File: src/rtl/clock_pkg.sv
// Shared definitions for the clock counter bank: FSM state encoding,
// field indices, default limits and auto-repeat timing.
package clock_pkg;

    // Controller state encoding
    typedef logic [1:0] state_t;
    localparam state_t S_RUN        = 2'd0;
    localparam state_t S_SET_IDLE   = 2'd1;
    localparam state_t S_SET_HOLD   = 2'd2;
    localparam state_t S_SET_REPEAT = 2'd3;

    // Field indices within the counter bank
    localparam logic [1:0] F_SEC  = 2'd0;
    localparam logic [1:0] F_MIN  = 2'd1;
    localparam logic [1:0] F_HOUR = 2'd2;

    // Default terminal values of each field
    localparam int DEF_LIM0 = 59;
    localparam int DEF_LIM1 = 59;
    localparam int DEF_LIM2 = 23;

    // Default auto-repeat timing, in clock cycles
    localparam int DEF_REPEAT_DELAY  = 25_000_000;
    localparam int DEF_REPEAT_PERIOD = 5_000_000;

    // Advance the selected field: sec -> min -> hour -> sec
    function automatic logic [1:0] next_field(input logic [1:0] f);
        return (f == F_HOUR) ? F_SEC : f + 2'd1;
    endfunction

    // One-hot mask of a field index, used to steer inc/dec pulses
    function automatic logic [2:0] field_mask(input logic [1:0] f);
        logic [2:0] m;
        m = 3'b000;
        case (f)
            F_SEC:   m = 3'b001;
            F_MIN:   m = 3'b010;
            F_HOUR:  m = 3'b100;
            default: m = 3'b000;
        endcase
        return m;
    endfunction

endpackage

File: src/rtl/auto_repeat_timer.sv
// Hold timer for button auto-repeat. After start, fire pulses once when
// the hold has lasted REPEAT_DELAY cycles, then every REPEAT_PERIOD cycles
// for as long as hold stays high. Dropping hold clears the timer.
module auto_repeat_timer
    import clock_pkg::*;
#(
    parameter int REPEAT_DELAY  = DEF_REPEAT_DELAY,
    parameter int REPEAT_PERIOD = DEF_REPEAT_PERIOD
) (
    input  logic clk,
    input  logic reset,
    input  logic start,
    input  logic hold,
    output logic fire
);

    localparam int CW = $clog2(REPEAT_DELAY + 1);
    localparam logic [CW-1:0] DELAY_C  = CW'(REPEAT_DELAY);
    localparam logic [CW-1:0] PERIOD_C = CW'(REPEAT_PERIOD);
    localparam logic [CW-1:0] ONE_C    = CW'(1);

    logic [CW-1:0] count;
    logic          repeating;

    // The cycle that registers the first pulse loads the count with 1, so
    // the count equals the number of cycles elapsed since that pulse.
    assign fire = hold && !start &&
                  (repeating ? (count == PERIOD_C) : (count == DELAY_C));

    // Count hold cycles; restart from 1 on every fire, clear on release
    always_ff @(posedge clk) begin
        if (reset) begin
            count     <= '0;
            repeating <= 1'b0;
        end else if (start) begin
            count     <= ONE_C;
            repeating <= 1'b0;
        end else if (fire) begin
            count     <= ONE_C;
            repeating <= 1'b1;
        end else if (hold) begin
            count     <= count + ONE_C;
        end else begin
            count     <= '0;
            repeating <= 1'b0;
        end
    end

endmodule

File: src/rtl/time_adjust_controller.sv
// Sequencing/arbitration for the seconds/minutes/hours counter bank.
// RUN: converts timebase ticks into increment pulses with carry.
// SET: hands the counters to the buttons with field select and auto-repeat.
module time_adjust_controller
    import clock_pkg::*;
#(
    parameter int W             = 6,
    parameter int LIM0          = DEF_LIM0,
    parameter int LIM1          = DEF_LIM1,
    parameter int REPEAT_DELAY  = DEF_REPEAT_DELAY,
    parameter int REPEAT_PERIOD = DEF_REPEAT_PERIOD
) (
    input  logic           clk,
    input  logic           reset,
    input  logic           tick,
    input  logic           mode_set,
    input  logic           btn_up,
    input  logic           btn_down,
    input  logic           btn_next,
    input  logic [3*W-1:0] field_val,
    output logic [2:0]     inc,
    output logic [2:0]     dec,
    output logic [1:0]     sel,
    output logic           set_active
);

    localparam logic [W-1:0] LIM0_C = W'(LIM0);
    localparam logic [W-1:0] LIM1_C = W'(LIM1);

    state_t       state;
    logic         dir_down;
    logic         up_q;
    logic         down_q;
    logic         next_q;

    logic [W-1:0] sec_val;
    logic [W-1:0] min_val;
    logic [W-1:0] hour_unused;

    logic         up_rise;
    logic         down_rise;
    logic         next_rise;
    logic         press_up;
    logic         press_down;
    logic         start;
    logic         held_ok;
    logic         hold;
    logic         fire;
    logic         sec_wrap;
    logic         min_wrap;

    // Hours never generate a carry, so their value is not examined here
    assign sec_val     = field_val[0*W +: W];
    assign min_val     = field_val[1*W +: W];
    assign hour_unused = field_val[2*W +: W];

    assign sec_wrap = (sec_val == LIM0_C);
    assign min_wrap = (min_val == LIM1_C);

    // Rising edges against the previous cycle's button levels
    assign up_rise   = btn_up   && !up_q;
    assign down_rise = btn_down && !down_q;
    assign next_rise = btn_next && !next_q;

    // A press only counts when the opposite button is released
    assign press_up   = (state == S_SET_IDLE) && mode_set && up_rise   && !btn_down;
    assign press_down = (state == S_SET_IDLE) && mode_set && down_rise && !btn_up;
    assign start      = press_up || press_down;

    // Holding continues only while the active button alone stays pressed
    assign held_ok = dir_down ? (btn_down && !btn_up) : (btn_up && !btn_down);
    assign hold    = ((state == S_SET_HOLD) || (state == S_SET_REPEAT)) &&
                     mode_set && held_ok;

    assign set_active = (state != S_RUN);

    auto_repeat_timer #(
        .REPEAT_DELAY  (REPEAT_DELAY),
        .REPEAT_PERIOD (REPEAT_PERIOD)
    ) u_repeat (
        .clk   (clk),
        .reset (reset),
        .start (start),
        .hold  (hold),
        .fire  (fire)
    );

    // Register button levels for edge detection in every mode, so a button
    // already held when SET mode is entered shows no edge
    always_ff @(posedge clk) begin
        if (reset) begin
            up_q   <= 1'b0;
            down_q <= 1'b0;
            next_q <= 1'b0;
        end else begin
            up_q   <= btn_up;
            down_q <= btn_down;
            next_q <= btn_next;
        end
    end

    // Mode FSM with registered, single-cycle inc/dec pulses
    always_ff @(posedge clk) begin
        if (reset) begin
            state    <= S_RUN;
            sel      <= F_SEC;
            dir_down <= 1'b0;
            inc      <= 3'b000;
            dec      <= 3'b000;
        end else begin
            inc <= 3'b000;
            dec <= 3'b000;
            case (state)
                S_RUN: begin
                    // A tick in the cycle mode_set rises is still honoured
                    inc <= {tick && sec_wrap && min_wrap, tick && sec_wrap, tick};
                    if (mode_set) begin
                        state <= S_SET_IDLE;
                        sel   <= F_SEC;
                    end
                end
                S_SET_IDLE: begin
                    if (!mode_set) begin
                        state <= S_RUN;
                    end else if (start) begin
                        state    <= S_SET_HOLD;
                        dir_down <= press_down;
                        if (press_up) begin
                            inc <= field_mask(sel);
                        end else begin
                            dec <= field_mask(sel);
                        end
                    end else if (next_rise) begin
                        sel <= next_field(sel);
                    end
                end
                S_SET_HOLD, S_SET_REPEAT: begin
                    if (!mode_set) begin
                        state <= S_RUN;
                    end else if (!hold) begin
                        state <= S_SET_IDLE;
                    end else if (fire) begin
                        state <= S_SET_REPEAT;
                        if (dir_down) begin
                            dec <= field_mask(sel);
                        end else begin
                            inc <= field_mask(sel);
                        end
                    end
                end
                default: begin
                    state <= S_RUN;
                end
            endcase
        end
    end

endmodule

File: config.mk
export PLATFORM = sky130hd
export DESIGN_NAME = time_adjust_controller
export DESIGN_NICKNAME = d
export VERILOG_FILES = /design/src/rtl/clock_pkg.sv /design/src/rtl/auto_repeat_timer.sv /design/src/rtl/time_adjust_controller.sv
export SDC_FILE = /design/constraint.sdc
export NUM_CORES = 1
export LEC_CHECK = 0
export CAP_MARGIN = 20
export CORE_MARGIN = 2
export CORE_UTILIZATION = 40
export DETAILED_ROUTE_END_ITERATION = 8
export MAX_ROUTING_LAYER = met4
export PLACE_DENSITY = 0.61
export SLEW_MARGIN = 20
export SYNTH_ARGS = -nofsm -noshare
export SYNTH_HDL_FRONTEND = slang
export SYNTH_SLANG_ARGS = --single-unit
File: constraint.sdc
create_clock -name clk -period 3.9 [get_ports clk]
set_clock_uncertainty 0.2 [all_clocks]
set_input_delay 0.39 -clock clk [delete_from_list [all_inputs] [get_ports clk]]
set_output_delay 0.39 -clock clk [all_outputs]
set_load 0.02 [all_outputs]
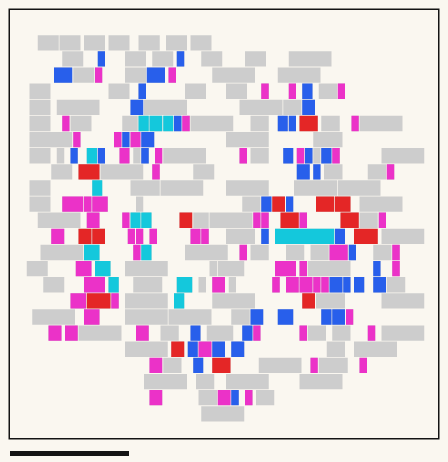
Figure 1: run 1, logic cells by family.
Scale bar: 20 µm.
Magenta stands for nor cells, cells 65, most used nor2_1. Blue stands for nand cells, cells 42, most used nand2_1. Red stands for and/or cells, cells 15, most used and3_1. Cyan stands for aoi and oai cells, cells 14, most used a21oi_1.
Commonest Layout Cell: nor2_1
Comb area share: 44.3%
final std cells w/o fill: 296

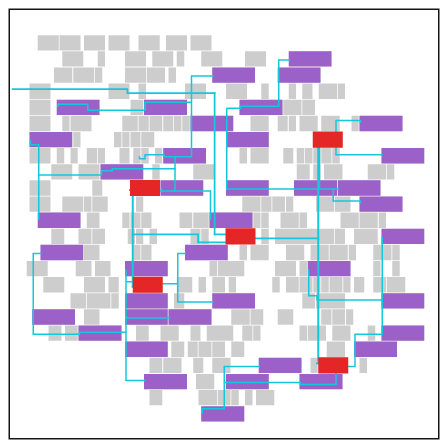
Figure 2: run 1, clock network drawn from the DEF.
Red stands for clock-net drivers, count 5. Cyan stands for clock wires, length 522 µm. Purple stands for flip-flops, count 40.
Position of the flops: widely spread.

==> impl_metrics.py, run 1 <==
# Auto-generated metrics
metrics = {
    "final_layout": {
        "final_cell_area_um2": 2250,
        "largest_register": "u_repeat.count",
        "logic_area_um2": 995,
        "fillers": 424,
        "synthToLayoutAreaGrowth_pct": 20.9,
        "clk_share_pct": 4.01,
        "flops": 40,
    },
    "global_route": {
        "grt_pass1_vias": 1442,
        "grt_use_total_pct": 15.9,
        "grt_busiest_layer": "met2",
    },
    "flow_run": {
        "maxCapViolCount": 0,
    },
    "power_and_ir_drop": {
        "p_clk_mw": 0.281,
        "power.internal_mw": 0.583,
        "pwr-share-comb_pct": 5.9,
        "pg_seq_mw": 0.415,
        "p_clk_share_pct": 38.0,
        "maxPowerGroup": "sequential cells",
    },
    "worst_setup_path": {
        "crit_slowest_cell": "or4_1",
        "slowest_delay_ns": 0.54,
        "ff2ff_setup_slack_ns": 1.15,
        "worst_r2r_endpoint": "u_repeat.count[22]$_SDFF_PP0_",
    },
    "route": {
        "drt_iter0_drc": 58,
    },
    "final_timing": {
        "max_freq_mhz": 363,
        "fin_setup_tns_ns": 0,
        "min_period_over_period_pct": 70.6,
        "worst_slew_pin_slew_ns": 0.884,
    },
    "synth": {
        "ys.flops": 40,
        "yosys.cell_types.count": 40,
        "postSynth.asyncResetShare_pct": 0,
    },
    "floorplan": {
        "core_area_um2": 4410,
        "die_area_um2": 5210,
        "taps": 52,
    },
    "run_status": {
        "outcome": "complete, no violations",
    },
}
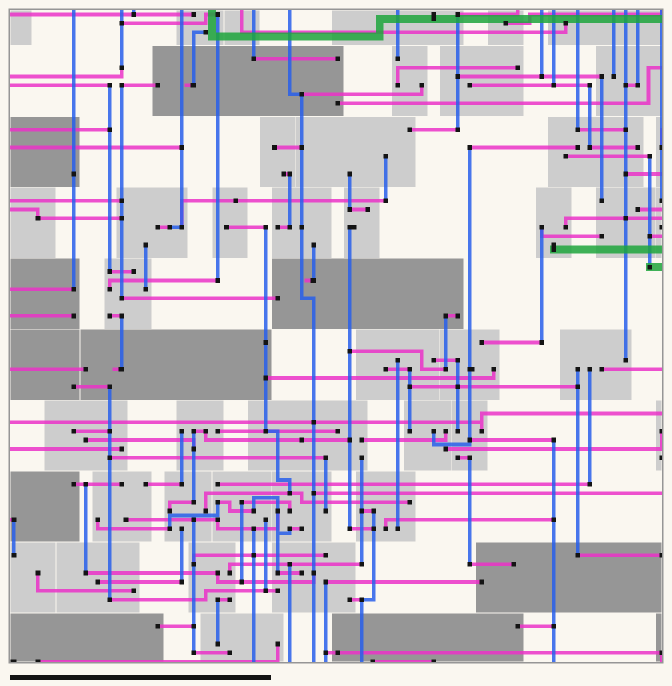
Figure 3: run 1, close-up of the layout.
Scale bar: 10 µm. Window x 24 to 49, y 9 to 34 µm. Cells in grey, sequential cells in the stronger grey; small squares are vias.
Green stands for M3. Blue stands for M2. Magenta stands for M1.
Netlist names of flops here include u_repeat.count (5), u_repeat.repeating (1). Sequential cells in the window: 6. 37 logic cells have their middle in the window. Most frequent: dfxtp_1 (6), xor2_1 (5), nand3_1 (4).

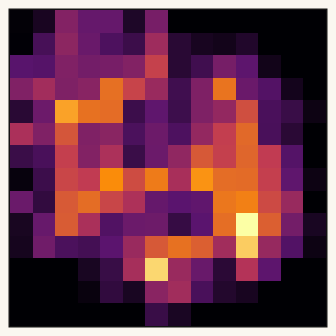
Figure 4: run 1, wire density map.
14 x 14 tiles, from black (low) to pale yellow (high), scaled to the fullest tile. Values are wire area over tile area, all layers added.
The mean over all tiles is 0.11. 21% of the tiles are nearly empty. 20% of the tiles are over half the peak. The fullest tile reaches 0.40.

## Run 2: what changed since run 1
clock period = 2.88 ns   (was 3.9 ns; I/O delays follow)
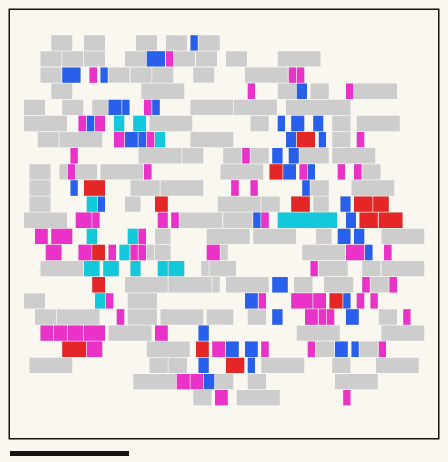
Figure 5: run 2, logic cells by family.
Scale bar: 20 µm.
Cyan stands for aoi and oai cells, cells 14, most used a21oi_1, where left middle. Red stands for and/or cells, cells 15, most used and3_1. Magenta stands for nor cells, cells 65, most used nor2_1. Blue stands for nand cells, cells 42, most used nand2_1.

==> impl_metrics.py, run 2 <==
# Auto-generated metrics
metrics = {
    "floorplan": {
        "core_area_um2": 4410,
        "taps": 52,
        "die_area_um2": 5210,
    },
    "power_and_ir_drop": {
        "power.internal_mw": 0.901,
        "p_clk_mw": 0.497,
        "pg_seq_mw": 0.562,
        "pwr-share-comb_pct": 5.4,
        "maxPowerGroup": "sequential cells",
    },
    "worst_setup_path": {
        "ff2ff_setup_slack_ns": 0.33,
        "crit_start": "u_repeat.count[13]$_SDFF_PP0_",
        "crit_slowest_cell": "or4_4",
        "worst_r2r_endpoint": "dec[2]$_SDFF_PP0_",
        "rr_worst_depth": 6,
        "slowest_delay_ns": 0.54,
        "critical_path_class": "reg2reg",
    },
    "route": {
        "wl_um": 3730,
        "drc_errors": 0,
        "first_pass_iters": 4,
        "wl_met2_um": 1790,
        "drt_iter0_drc": 66,
        "vias": 1504,
    },
    "run_status": {
        "outcome": "complete, no violations",
    },
    "global_route": {
        "use_met1_pct": 20.8,
        "grt_pass1_vias": 1433,
        "grt_busiest_layer": "met2",
        "grt_use_total_pct": 15.9,
    },
    "final_layout": {
        "num_antenna_cells": 0,
        "synthToLayoutAreaGrowth_pct": 25.5,
        "clk_share_pct": 5.42,
        "largest_register": "u_repeat.count",
        "logic_area_um2": 995,
        "layout_top_cell": "nor2_1",
        "combAreaFraction_pct": 42.6,
        "flops": 40,
        "final_cell_area_um2": 2330,
        "fillers": 413,
        "fin_cells": 301,
    },
    "synth": {
        "ys.flops": 40,
        "avgSynthCellArea_um2": 8.73,
        "yosys.cell_types.count": 40,
        "postSynth.asyncResetShare_pct": 0,
    },
    "final_timing": {
        "fin_setup_tns_ns": 0,
        "min_period_over_period_pct": 88.5,
        "max_freq_mhz": 392,
    },
    "placed_design": {
        "post_dp_cell_area_um2": 2210,
        "dp_hpwl_um": 2670,
    },
    "cts": {
        "clock_sinks": 40,
        "cts_post_setup_buffers_inserted": 0,
    },
    "flow_run": {
        "maxCapViolCount": 0,
    },
}
Power is estimated from default activity; no workload was simulated.
